Congestion heat map:
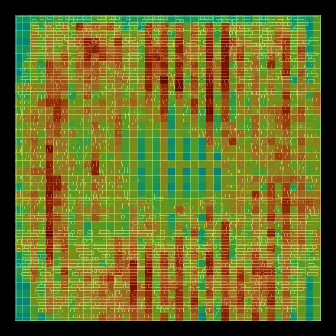
The metal 4 layer:
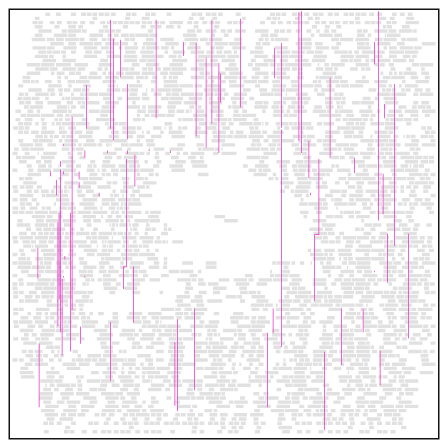
**config.mk**
```make
export PLATFORM = sky130hd
export DESIGN_NAME = systolic_drain_flat
export DESIGN_NICKNAME = d
export VERILOG_FILES = /design/src/rtl/systolic_pkg.sv /design/src/rtl/systolic_drain_if.sv /design/src/rtl/systolic_drain_sat_clip.sv /design/src/rtl/systolic_drain.sv /design/src/flat_wrapper.sv
export SDC_FILE = /design/constraint.sdc
export NUM_CORES = 1
export LEC_CHECK = 0
export CAP_MARGIN = 5
export CORE_UTILIZATION = 33
export CTS_CLUSTER_SIZE = 28
export DETAILED_ROUTE_END_ITERATION = 12
export PLACE_DENSITY_LB_ADDON = 0.1
export SKIP_LAST_GASP = 1
export SYNTH_ARGS = -nofsm -noshare
export SYNTH_HDL_FRONTEND = slang
export SYNTH_SLANG_ARGS = --single-unit
```
**constraint.sdc**
```tcl
create_clock -name clk -period 1.49 [get_ports clk]
set_input_delay 0.149 -clock clk [delete_from_list [all_inputs] [get_ports clk]]
set_output_delay 0.149 -clock clk [all_outputs]
set_load 0.02 [all_outputs]
```
**src/rtl/systolic_pkg.sv**
```systemverilog
// Shared types and width helpers for the systolic result drain.
// DRAIN_SAT_EN selects the saturated (WIDTH-bit) output stream.
package systolic_pkg;

  typedef enum logic {
    IDLE   = 1'b0,
    STREAM = 1'b1
  } drain_state_t;

  function automatic int unsigned idx_w(input int unsigned n);
    return (n > 1) ? $clog2(n) : 1;
  endfunction

  function automatic int unsigned out_w(input int unsigned width);
`ifdef DRAIN_SAT_EN
    return width;
`else
    return 2 * width;
`endif
  endfunction

endpackage

```
**src/rtl/systolic_drain_if.sv**
```systemverilog
// Capture/stream bundle between the systolic array side and the drain.
// master: the drain; slave: the environment feeding and consuming it.
interface systolic_drain_if #(
  parameter int unsigned WIDTH = 16,
  parameter int unsigned I     = 4,
  parameter int unsigned J     = 4
) ();
  import systolic_pkg::*;

  localparam int unsigned OUT_W = out_w(WIDTH);
  localparam int unsigned RW    = idx_w(I);
  localparam int unsigned CW    = idx_w(J);

  logic [2*WIDTH*I*J-1:0] result_in;
  logic                   capture_valid;
  logic                   capture_ready;
  logic [OUT_W-1:0]       out_data;
  logic                   out_valid;
  logic                   out_ready;
  logic [RW-1:0]          out_row;
  logic [CW-1:0]          out_col;
  logic                   out_last;

  modport master (
    input  result_in, capture_valid, out_ready,
    output capture_ready, out_data, out_valid, out_row, out_col, out_last
  );

  modport slave (
    output result_in, capture_valid, out_ready,
    input  capture_ready, out_data, out_valid, out_row, out_col, out_last
  );

endinterface

```
**src/rtl/systolic_drain_sat_clip.sv**
```systemverilog
// Signed saturation of a 2*WIDTH element down to WIDTH bits.
// Only compiled when DRAIN_SAT_EN is defined.
`ifdef DRAIN_SAT_EN
module sat_clip #(
  parameter int unsigned WIDTH = 16
) (
  input  logic [2*WIDTH-1:0] in_i,
  output logic [WIDTH-1:0]   out_o
);
  logic [WIDTH:0] upper;
  logic           fits;

  always_comb begin
    upper = in_i[2*WIDTH-1:WIDTH-1];
    fits  = (&upper) | ~(|upper);
    if (fits)
      out_o = in_i[WIDTH-1:0];
    else if (in_i[2*WIDTH-1])
      out_o = {1'b1, {(WIDTH-1){1'b0}}};
    else
      out_o = {1'b0, {(WIDTH-1){1'b1}}};
  end
endmodule
`endif

```
**src/rtl/systolic_drain.sv**
```systemverilog
// Snapshots an I x J result array and streams it out row-major, one beat per handshake.
// DRAIN_SAT_EN: elements are signed-saturated to WIDTH bits via sat_clip.
module systolic_drain
  import systolic_pkg::*;
#(
  parameter int unsigned WIDTH = 16,
  parameter int unsigned I     = 4,
  parameter int unsigned J     = 4
) (
  input logic              clk,
  input logic              rst_n,
  systolic_drain_if.master bus
);
  localparam int unsigned N     = I * J;
  localparam int unsigned OUT_W = out_w(WIDTH);
  localparam int unsigned RW    = idx_w(I);
  localparam int unsigned CW    = idx_w(J);
  localparam int unsigned KW    = idx_w(N);
  localparam logic [RW-1:0] ROW_LAST = RW'(I - 1);
  localparam logic [CW-1:0] COL_LAST = CW'(J - 1);

  drain_state_t state_q, state_d;
  logic [KW-1:0] idx_q, idx_d;
  logic [RW-1:0] row_q, row_d;
  logic [CW-1:0] col_q, col_d;
  logic [2*WIDTH-1:0] snap_q [N];
  logic [2*WIDTH-1:0] elem;
  logic [OUT_W-1:0]   elem_out;
  logic capture, fire, at_last;

  assign capture = (state_q == IDLE) && bus.capture_valid;
  assign fire    = (state_q == STREAM) && bus.out_ready;
  assign at_last = (row_q == ROW_LAST) && (col_q == COL_LAST);
  assign elem    = snap_q[idx_q];

`ifdef DRAIN_SAT_EN
  sat_clip #(.WIDTH(WIDTH)) u_sat (.in_i(elem), .out_o(elem_out));
`else
  assign elem_out = elem;
`endif

  always_ff @(posedge clk or negedge rst_n) begin
    if (!rst_n) state_q <= IDLE;
    else        state_q <= state_d;
  end

  always_comb begin
    state_d = state_q;
    case (state_q)
      IDLE:    if (bus.capture_valid) state_d = STREAM;
      STREAM:  if (bus.out_ready && at_last) state_d = IDLE;
      default: state_d = IDLE;
    endcase
  end

  always_comb begin
    bus.capture_ready = (state_q == IDLE);
    bus.out_valid     = (state_q == STREAM);
    bus.out_data      = (state_q == STREAM) ? elem_out : '0;
    bus.out_row       = row_q;
    bus.out_col       = col_q;
    bus.out_last      = (state_q == STREAM) && at_last;
  end

  // Index, row and column advance together so no divider is needed for row/col.
  always_comb begin
    idx_d = idx_q;
    row_d = row_q;
    col_d = col_q;
    if (capture) begin
      idx_d = '0;
      row_d = '0;
      col_d = '0;
    end else if (fire) begin
      if (at_last) begin
        idx_d = '0;
        row_d = '0;
        col_d = '0;
      end else begin
        idx_d = idx_q + KW'(1);
        if (col_q == COL_LAST) begin
          col_d = '0;
          row_d = row_q + RW'(1);
        end else begin
          col_d = col_q + CW'(1);
        end
      end
    end
  end

  always_ff @(posedge clk or negedge rst_n) begin
    if (!rst_n) begin
      idx_q <= '0;
      row_q <= '0;
      col_q <= '0;
    end else begin
      idx_q <= idx_d;
      row_q <= row_d;
      col_q <= col_d;
    end
  end

  always_ff @(posedge clk or negedge rst_n) begin
    if (!rst_n) begin
      for (int unsigned k = 0; k < N; k++) snap_q[k] <= '0;
    end else if (capture) begin
      for (int unsigned k = 0; k < N; k++)
        snap_q[k] <= bus.result_in[2*WIDTH*k +: 2*WIDTH];
    end
  end

endmodule

```
**src/flat_wrapper.sv**
```systemverilog
// flat-port wrapper written by rule: the top's interface ports become plain ports
module systolic_drain_flat import systolic_pkg::*;
#(
  parameter int unsigned WIDTH = 16,
  parameter int unsigned I     = 4,
  parameter int unsigned J     = 4
)
  (clk, rst_n, bus_result_in, bus_capture_valid, bus_out_ready, bus_capture_ready, bus_out_data, bus_out_valid, bus_out_row, bus_out_col, bus_out_last);
  systolic_drain_if #(.WIDTH(WIDTH), .I(I), .J(J)) bus_i ();
  input logic clk;
  input logic rst_n;
  input wire logic [$bits(bus_i.result_in)-1:0] bus_result_in;
  input wire logic [$bits(bus_i.capture_valid)-1:0] bus_capture_valid;
  input wire logic [$bits(bus_i.out_ready)-1:0] bus_out_ready;
  output wire logic [$bits(bus_i.capture_ready)-1:0] bus_capture_ready;
  output wire logic [$bits(bus_i.out_data)-1:0] bus_out_data;
  output wire logic [$bits(bus_i.out_valid)-1:0] bus_out_valid;
  output wire logic [$bits(bus_i.out_row)-1:0] bus_out_row;
  output wire logic [$bits(bus_i.out_col)-1:0] bus_out_col;
  output wire logic [$bits(bus_i.out_last)-1:0] bus_out_last;
  assign bus_i.result_in = bus_result_in;
  assign bus_i.capture_valid = bus_capture_valid;
  assign bus_i.out_ready = bus_out_ready;
  assign bus_capture_ready = bus_i.capture_ready;
  assign bus_out_data = bus_i.out_data;
  assign bus_out_valid = bus_i.out_valid;
  assign bus_out_row = bus_i.out_row;
  assign bus_out_col = bus_i.out_col;
  assign bus_out_last = bus_i.out_last;
  systolic_drain #(.WIDTH(WIDTH), .I(I), .J(J)) u_core (.clk(clk), .rst_n(rst_n), .bus(bus_i));
endmodule
```
==> results_dict.tcl <==
# implementation run metrics
set metrics [dict create \
    max_freq_ghz 0.376 \
    timing.critical_path.slowest_cell_delay_ns 0.51 \
    seq_power_share 0.287 \
    finalCritPeriodShare 1.79 \
    terminating_pin_of_the_worst_hold_path "u_core.snap_q[170]" \
    floorplan.die_area_sq_mm 0.0762 \
    num-nonclk-buffers 1003 \
    drt-initial-drc-count 780 \
    yosysWarningCount 0 \
    synth-main-ff-cell "sky130_fd_sc_hd__dfrtp_1" \
    post-synth-top-area-cell "sky130_fd_sc_hd__dfrtp_1" \
    fillCellCount 6214 \
    finalSetupTns_ns -159.76 \
    met2_wire_length_mm 47.8 \
    dpl.cell_count 3349 \
    synthXorXnorAreaFrac 0 \
    combinational_gates 1007 \
    antenna_found_initial 31 \
    critPathTopFamily "buffers and inverters" \
    finalWorstSetupSlack_ns -1.17 \
    postRouteWirelength_mm 92.3 \
    floorplan.die.height_um 276 \
    cts.reportedPaths.clkPinSlew_ns 0.06 \
    post_synth_inst_count 1650 \
    drive_above_1_share 0.459 \
    post-dp-hpwl_mm 62.3 \
    ys_seq_share 0.526 \
    combAreaFraction 0.309 \
    setup.worst_path.start_class "flop" \
    std_cell_rows 100 \
    failed_checks "setup timing" \
    static-leakage-power_nw 17.9 \
    post_synth_edffs 0 \
    timing.final.hold_violations 0 \
    cts_max_level 2 \
    synth_area_sq_mm 0.0248 \
    clock_path_buffers 3 \
    fin_hold_ws_ns 0.141 \
    grt_ovf 0 \
    instances_no_fill 3621 \
    num_tap_cells 969 \
    grt-busiest-layer "met2" \
    run_status "finished with violations" \
    grt_pass1_wl_mm 132 \
    layout.sequential_cells 521 \
    worstSkewPairLatency_ns 0.62 \
    reg2reg_slack_ns -0.33 \
    finalSetupViolCount 554 \
    grt_util_all_layers 0.233 \
]
Back to the opening pictures, 'congestion heat map':
met1 routing resource usage after global routing: 0.277
final core occ: 0.541
met3 Usage GRT: 0.0518
wire length per cell: 25.5 um

Back to the opening pictures, 'the metal 4 layer':
nets with wire on the layer	44
wire length on this layer	2690 um
share of all routed wire	2.9%
longest straight run	140 um
main direction	vertical

==> stage by stage <==
step / area, sq um / setup WS (ns)
2_1_floorplan: 25200 / -0.168
3_3_place_gp: 33800 / -1.10
3_5_place_dp: 33800 / -1.10
4_1_cts: 38500 / -1.23
5_1_grt: 40200 / -1.29
6_report: 40200 / -1.17
==> sequential cells by signal, summed over array words and instances (netlist names) <==
register / flops
u_core.bus.out_row: 2
u_core.bus.out_valid: 1
u_core.snap_q: 512
u_core.idx_q: 4
u_core.bus.out_col: 2
==> placed cells by master, fill, tap and decap left out, types with 21 or more instances in the layout <==
| cell type | instances |
|---|---|
| sky130_fd_sc_hd__dfrtp_1 | 517 |
| sky130_fd_sc_hd__o21ai_4 | 21 |
| sky130_fd_sc_hd__mux2_4 | 482 |
| sky130_fd_sc_hd__buf_8 | 36 |
| sky130_fd_sc_hd__clkbuf_16 | 81 |
| sky130_fd_sc_hd__buf_16 | 43 |
| sky130_fd_sc_hd__a22oi_1 | 90 |
| sky130_fd_sc_hd__mux2_2 | 31 |
| sky130_fd_sc_hd__buf_6 | 65 |
| sky130_fd_sc_hd__clkdlybuf4s50_1 | 514 |
| sky130_fd_sc_hd__clkbuf_1 | 21 |
| sky130_fd_sc_hd__mux2i_1 | 228 |
| sky130_fd_sc_hd__buf_4 | 232 |
| sky130_fd_sc_hd__buf_12 | 86 |
==> worst max-delay path by stage <==
stage	depth (start not counted)	slack, ns	start	endpoint
finish	8	-1.17	u_core.idx_q[0]	bus_out_data[4]
global route	10	-1.29	u_core.idx_q[0]	bus_out_data[25]
CTS	8	-1.23	u_core.idx_q[0]	bus_out_data[16]
detailed placement	8	-1.10	u_core.idx_q[0]	bus_out_data[14]
global placement	8	-1.10	u_core.idx_q[0]	bus_out_data[11]
floorplan	7	-0.17	u_core.bus.out_valid	u_core.snap_q[100]
Power is estimated from default activity; no workload was simulated.
